Fig. 1: congestion heat map
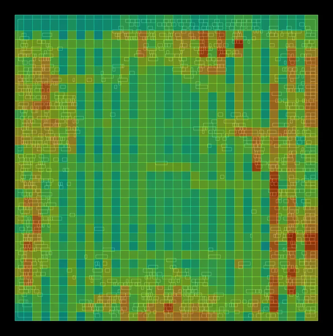
Fig. 2: metal 1
Bar = 50 um. Supply wires on this layer in gray.
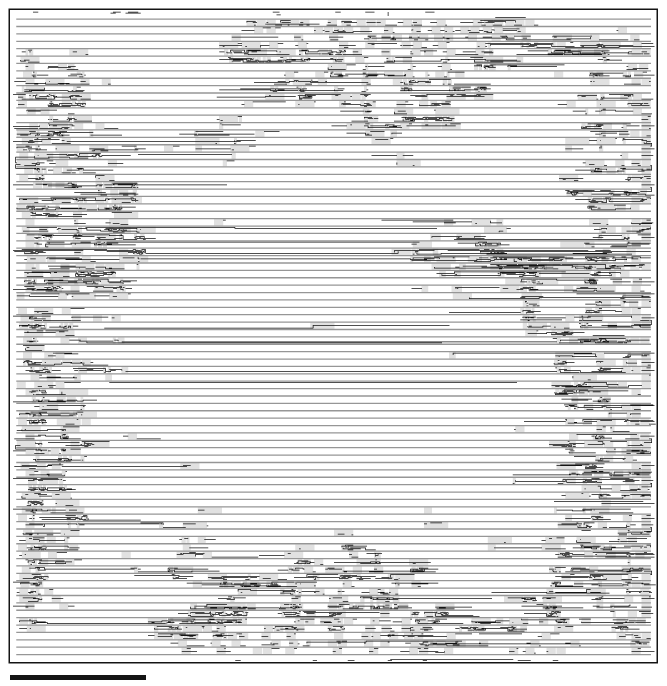
Fig. 3: wires at chosen ports, followed through buffers
Bar = 50 um.
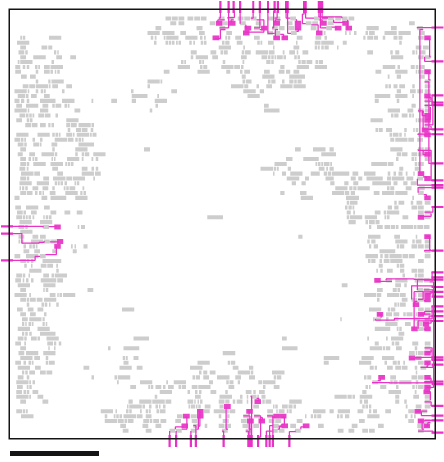
Fig. 4: sequential cells grouped by signal name
Bar = 50 um. Other sequential cells in the stronger gray, the rest of the logic in the fainter gray.
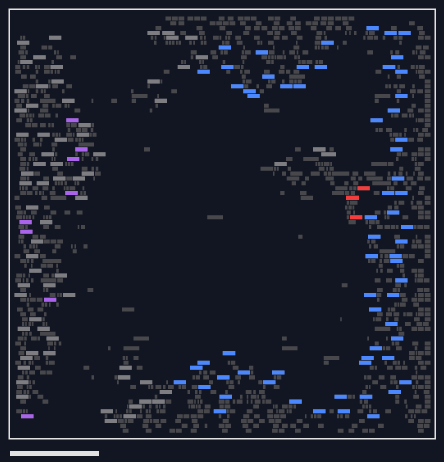
Fig. 5: routed metal, one color a layer
Only two layers are drawn.
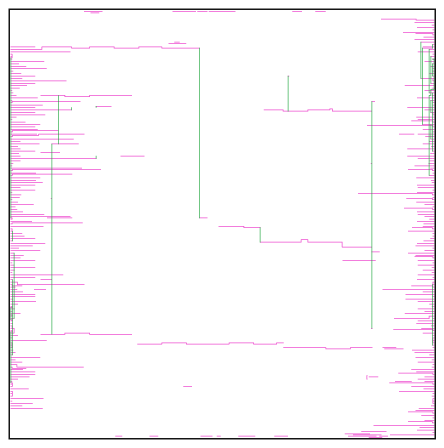
[src/rtl/ysyx_22051086_pkg.sv]
// Shared types for the memory arbiter: FSM states, transaction owner and the
// grant descriptor handed from the priority selector to the arbiter FSM.
package ysyx_22051086_pkg;

  typedef enum logic [1:0] {
    IDLE  = 2'd0,
    ISSUE = 2'd1,
    WAIT  = 2'd2
  } state_t;

  typedef enum logic {
    OWN_IF = 1'b0,
    OWN_LS = 1'b1
  } owner_t;

  localparam int CNT_W  = 3;
  localparam int MASK_W = 8;

  typedef struct packed {
    logic   valid;
    owner_t owner;
    logic   we;
  } grant_t;

endpackage

[src/rtl/ysyx_22051086_arb_prio.sv]
// Combinational grant select: LS write, then LS read, then IF read, except
// that a starved IF request overrides everything.
module ysyx_22051086_arb_prio
  import ysyx_22051086_pkg::*;
(
  input  logic   i_if_req,
  input  logic   i_ls_rd_req,
  input  logic   i_ls_wr_req,
  input  logic   i_starve_hit,
  output grant_t o_grant
);

  always_comb begin
    o_grant = '{valid: 1'b0, owner: OWN_IF, we: 1'b0};
    if (i_if_req && i_starve_hit) begin
      o_grant = '{valid: 1'b1, owner: OWN_IF, we: 1'b0};
    end else if (i_ls_wr_req) begin
      // A simultaneous LS read stays pending behind the write.
      o_grant = '{valid: 1'b1, owner: OWN_LS, we: 1'b1};
    end else if (i_ls_rd_req) begin
      o_grant = '{valid: 1'b1, owner: OWN_LS, we: 1'b0};
    end else if (i_if_req) begin
      o_grant = '{valid: 1'b1, owner: OWN_IF, we: 1'b0};
    end
  end

endmodule

[src/rtl/mem_arbiter.sv]
// Single-outstanding memory arbiter between the IFU (reads) and LSU (reads and
// writes); IDLE -> ISSUE -> WAIT, with an anti-starvation counter for the IFU.
module mem_arbiter
  import ysyx_22051086_pkg::*;
#(
  parameter int AW         = 64,
  parameter int DW         = 64,
  parameter int STARVE_MAX = 4
) (
  input  logic              clk,
  input  logic              rst,
  // Handshake: a requester raises *valid with stable fields and holds them
  // until its accept pulse (if_arready / ls_ready); response pulses are
  // one-cycle strobes with rdata passed straight through from memory.
  input  logic              if_arvalid,
  input  logic [AW-1:0]     if_araddr,
  output logic              if_arready,
  output logic              if_rvalid,
  output logic [DW-1:0]     if_rdata,
  input  logic              ls_arvalid,
  input  logic [AW-1:0]     ls_araddr,
  input  logic              ls_awvalid,
  input  logic [AW-1:0]     ls_awaddr,
  input  logic [DW-1:0]     ls_wdata,
  input  logic [MASK_W-1:0] ls_wmask,
  output logic              ls_ready,
  output logic              ls_rvalid,
  output logic [DW-1:0]     ls_rdata,
  output logic              ls_bvalid,
  output logic              mem_valid,
  output logic              mem_we,
  output logic [AW-1:0]     mem_addr,
  output logic [DW-1:0]     mem_wdata,
  output logic [MASK_W-1:0] mem_wmask,
  input  logic              mem_ready,
  input  logic              mem_resp,
  input  logic [DW-1:0]     mem_rdata,
  output state_t            dbg_state,
  output logic [CNT_W-1:0]  dbg_starve_cnt
);

  state_t              r_state;
  state_t              w_state_nxt;
  owner_t              r_owner;
  logic                r_we;
  logic [AW-1:0]       r_addr;
  logic [DW-1:0]       r_wdata;
  logic [MASK_W-1:0]   r_wmask;
  logic [CNT_W-1:0]    r_starve_cnt;
  logic [CNT_W-1:0]    w_starve_nxt;

  grant_t              w_grant;
  logic                w_starve_hit;
  logic                w_idle;
  logic                w_take;
  logic                w_resp;

  assign w_starve_hit = (r_starve_cnt == CNT_W'(STARVE_MAX));
  // Reset masks every strobe so an aborted transaction never pulses.
  assign w_idle       = (r_state == IDLE) && !rst;
  assign w_take       = w_idle && w_grant.valid;
  assign w_resp       = (r_state == WAIT) && mem_resp && !rst;

  ysyx_22051086_arb_prio u_arb_prio (
    .i_if_req     (if_arvalid),
    .i_ls_rd_req  (ls_arvalid),
    .i_ls_wr_req  (ls_awvalid),
    .i_starve_hit (w_starve_hit),
    .o_grant      (w_grant)
  );

  always_comb begin
    w_state_nxt = r_state;
    case (r_state)
      IDLE:    if (w_take)    w_state_nxt = ISSUE;
      ISSUE:   if (mem_ready) w_state_nxt = WAIT;
      WAIT:    if (mem_resp)  w_state_nxt = IDLE;
      default:                w_state_nxt = IDLE;
    endcase
  end

  always_comb begin
    w_starve_nxt = r_starve_cnt;
    if (r_state == IDLE) begin
      if (!if_arvalid) begin
        w_starve_nxt = '0;
      end else if (w_take && (w_grant.owner == OWN_IF)) begin
        w_starve_nxt = '0;
      end else if (w_take && !w_starve_hit) begin
        w_starve_nxt = r_starve_cnt + CNT_W'(1);
      end
    end
  end

  always_ff @(posedge clk) begin
    if (rst) begin
      r_state      <= IDLE;
      r_owner      <= OWN_IF;
      r_we         <= 1'b0;
      r_addr       <= '0;
      r_wdata      <= '0;
      r_wmask      <= '0;
      r_starve_cnt <= '0;
    end else begin
      r_state      <= w_state_nxt;
      r_starve_cnt <= w_starve_nxt;
      if (w_take) begin
        r_owner <= w_grant.owner;
        r_we    <= w_grant.we;
        if (w_grant.we) begin
          r_addr  <= ls_awaddr;
          r_wdata <= ls_wdata;
          r_wmask <= ls_wmask;
        end else begin
          r_addr  <= (w_grant.owner == OWN_LS) ? ls_araddr : if_araddr;
          r_wdata <= '0;
          r_wmask <= '0;
        end
      end
    end
  end

  assign if_arready     = w_take && (w_grant.owner == OWN_IF);
  assign ls_ready       = w_take && (w_grant.owner == OWN_LS);
  assign if_rvalid      = w_resp && (r_owner == OWN_IF) && !r_we;
  assign ls_rvalid      = w_resp && (r_owner == OWN_LS) && !r_we;
  assign ls_bvalid      = w_resp && (r_owner == OWN_LS) && r_we;
  assign if_rdata       = mem_rdata;
  assign ls_rdata       = mem_rdata;

  assign mem_valid      = (r_state == ISSUE) && !rst;
  assign mem_we         = mem_valid && r_we;
  assign mem_addr       = r_addr;
  assign mem_wdata      = r_wdata;
  assign mem_wmask      = r_wmask;

  assign dbg_state      = r_state;
  assign dbg_starve_cnt = r_starve_cnt;

endmodule

[config.mk]
export PLATFORM = sky130hd
export DESIGN_NAME = mem_arbiter
export DESIGN_NICKNAME = d
export VERILOG_FILES = /design/src/rtl/ysyx_22051086_pkg.sv /design/src/rtl/ysyx_22051086_arb_prio.sv /design/src/rtl/mem_arbiter.sv
export SDC_FILE = /design/constraint.sdc
export NUM_CORES = 1
export LEC_CHECK = 0
export CAP_MARGIN = 20
export CELL_PAD_IN_SITES_DETAIL_PLACEMENT = 0
export CELL_PAD_IN_SITES_GLOBAL_PLACEMENT = 1
export CORE_AREA = 2 2 236 238
export CTS_CLUSTER_DIAMETER = 50
export DETAILED_ROUTE_END_ITERATION = 8
export DIE_AREA = 0 0 238 240
export GPL_ROUTABILITY_DRIVEN = 0
export PLACE_DENSITY = 0.58
export SLEW_MARGIN = 0
export SYNTH_ARGS = -nofsm -noshare
export SYNTH_HDL_FRONTEND = slang
export SYNTH_HIERARCHICAL = 1
export SYNTH_SLANG_ARGS = --single-unit
[constraint.sdc]
create_clock -name clk -period 2.7 [get_ports clk]
set_input_delay 0.54 -clock clk [delete_from_list [all_inputs] [get_ports clk]]
set_output_delay 0.54 -clock clk [all_outputs]
set_load 0.005 [all_outputs]
==> flow_summary_export.csv <==
group,metric,value,unit
run_status,outcome,"finished, final reports clean",
job,max-cap-violations,0,
hold_path,hold_class,"in2reg",
synthesis,netlist_area,0.00741,mm2
clock_network,clk_pin_slew,60,ps
global_routing,grt_pass1_vias,7368,
clock_network,clk_latency,480,ps
placement,dp_hpwl,23300,um
critical_path,critPathMaxFanout,3,
synthesis,yosys_area,0.00741,mm2
synthesis,synthCells,927,
critical_path,regToRegStartpoint,"dbg_starve_cnt[0]$_SDFFE_PP0P_",
global_routing,grt_pass1_wl,44800,um
critical_path,path_cells,"clkdlybuf4s50_1 > or3_4 > or4b_4 > nor2_4 > buf_2",
sta,fin_worst_skew,22.9,ps
layout,fill_cells,6009,
sta,tightest_slew,845,ps
layout,drive_gt1_share,7.34,%
clock_network,cts_buffers,17,
drt,drc,0,
clock_network,cts_tree,"built",
synthesis,ys.flops,143,
synthesis,synth_warnings,6,
critical_path,arrival,2040,ps
drt,vias_per_cell,3.81,
floorplan,die_y,240,um
critical_path,crit_path_max_incr_delay,490,ps
sta,slew-limit-headroom,43.6,%
sta,rsz0062_at_grt,"no",
drt,firstDrtPassIters,4,
critical_path,startpoint_type,"input port",
pwr,pwr-share-comb,22.5,%
global_routing,grt_overflow,0,
synthesis,yosys.stat.seqShare,38.6,%
pwr,powerDensity,505,mW/mm2
clock_network,clock-sinks,143,
layout,synthToLayoutAreaGrowth,65.5,%
floorplan,core_area,0.0547,mm2
clock_network,cts-htree-levels,4,
layout,logic_area,0.00335,mm2
synthesis,flop_cell,"dfxtp_1",
sta,finalSetupTns,0,ps
floorplan,core.rowCount,86,
Notes on Fig. 1 above:
fin util: 22.4%
busiest layer in global routing: met2
mean routed wirelength per cell: 16.3 um

Notes on Fig. 2 above:
longest straight run: 160 um
wire length on this layer: 12400 um
M1 GR Usage: 11.4%
Post-Route WL: 31300 um
Via Count: 7298

Notes on Fig. 3 above:
legend:
  magenta:
    port: ls_araddr
    bits: 64
    direction: input
    end_cells: 64
    buffers: 64
    wire: 1340 um

Notes on Fig. 4 above:
legend:
  red:
    netlist_name: dbg_starve_cnt
    placed_flops: 3
  blue:
    netlist_name: mem_addr
    placed_flops: 64
  purple:
    netlist_name: mem_wmask
    placed_flops: 8
not colored: 68

Notes on Fig. 5 above:
legend:
  green:
    layer: metal 4
    wire_length: 859 um
  magenta:
    layer: metal 3
    wire_length: 3670 um

[layer usage]
layer  part of all wire, %  track usage [%]
met1                    40             11.4
met2                    46             17.4
met3                    12             5.82
met4                   2.7             4.75
met5                 0.086                0
[cell families after synthesis]
kind of cell               synth area share [%]
and+or+nand+nor                            20.4
DFF                                        38.6
buffers and inverters                      17.2
muxes                                      8.64
adders and majority gates                 0.337
AOI/OAI and AO/OA                          14.8
[cells in the mapped netlist, types with 2 or more instances]
library cell  count  area [um2]
o21ai_0          64         320
buf_2            13        65.1
nand2_1          77         289
inv_1             3        11.3
buf_4           128         961
nor2_1           69         259
buf_1             3        11.3
and2_1            2        12.5
ha_1              2        25.0
nand3b_1         65         488
nand2b_1          2        12.5
and3_1            2        12.5
dfxtp_1         143        2860
a21oi_1         140         701
mux2i_1          64         641
clkbuf_1         61         229
nand3_1          74         370
[final cells by class]
class / count / area share [%]
Timing Repair Buffer: 459 / 37.2
Inverter: 3 / 0.0918
Clock inverter: 14 / 1.26
Multi-Input combinational cell: 576 / 27.3
Sequential cell: 143 / 23.4
Tap cell: 704 / 7.18
Clock buffer: 18 / 3.58
[power by group through the flow]
stage | Sequential [mW] | Combinational (mW) | Clock (mW)
floorplan | 2.40 | 0.603 | 0
global placement | 2.39 | 1.41 | 0
finish | 2.35 | 1.39 | 2.45
detailed placement | 2.40 | 1.42 | 0
CTS | 2.35 | 1.43 | 2.60
global route | 2.37 | 1.52 | 2.66
[what timing repair did]
action	in CTS	in global routing
setup endpoints to repair	5	1
pin swaps	3	1
gates resized	19	3
[worst reg2reg max path, delay by kind of cell, from the launching register on]
family          cells  cell delay, ps
fa+ha+maj           1             210
flops               1             350
buf+inv             3             670
compound gates      3             380
mux                 1             370
simple gates        2             300
[sequential cells by signal (all words and copies together) (netlist names)]
name,count
mem_wdata,64
dbg_state,2
mem_addr,64
mem_wmask,8
r_we,1
r_owner,1
dbg_starve_cnt,3
[metrics by stage]
stage	power, mW	hold WS, ps	utilization (%)
2_1_floorplan	3.01	448	-
3_3_place_gp	3.81	437	21.3
3_5_place_dp	3.82	443	21.3
4_1_cts	6.38	259	22.5
5_1_grt	6.55	288	22.4
6_report	6.20	325	22.4
[worst paths after layout]
check                           slack, ps                          to  cells past startpoint
worst max register to register        280   mem_addr[31]$_SDFFE_PP0P_                     10
worst min-delay path                  330           r_we$_SDFFE_PP0P_                      2
worst max-delay path                  120                  if_arready                      5
worst min register to register        450  mem_wdata[62]$_SDFFE_PP0P_                      2
Power is estimated from default activity; no workload was simulated.
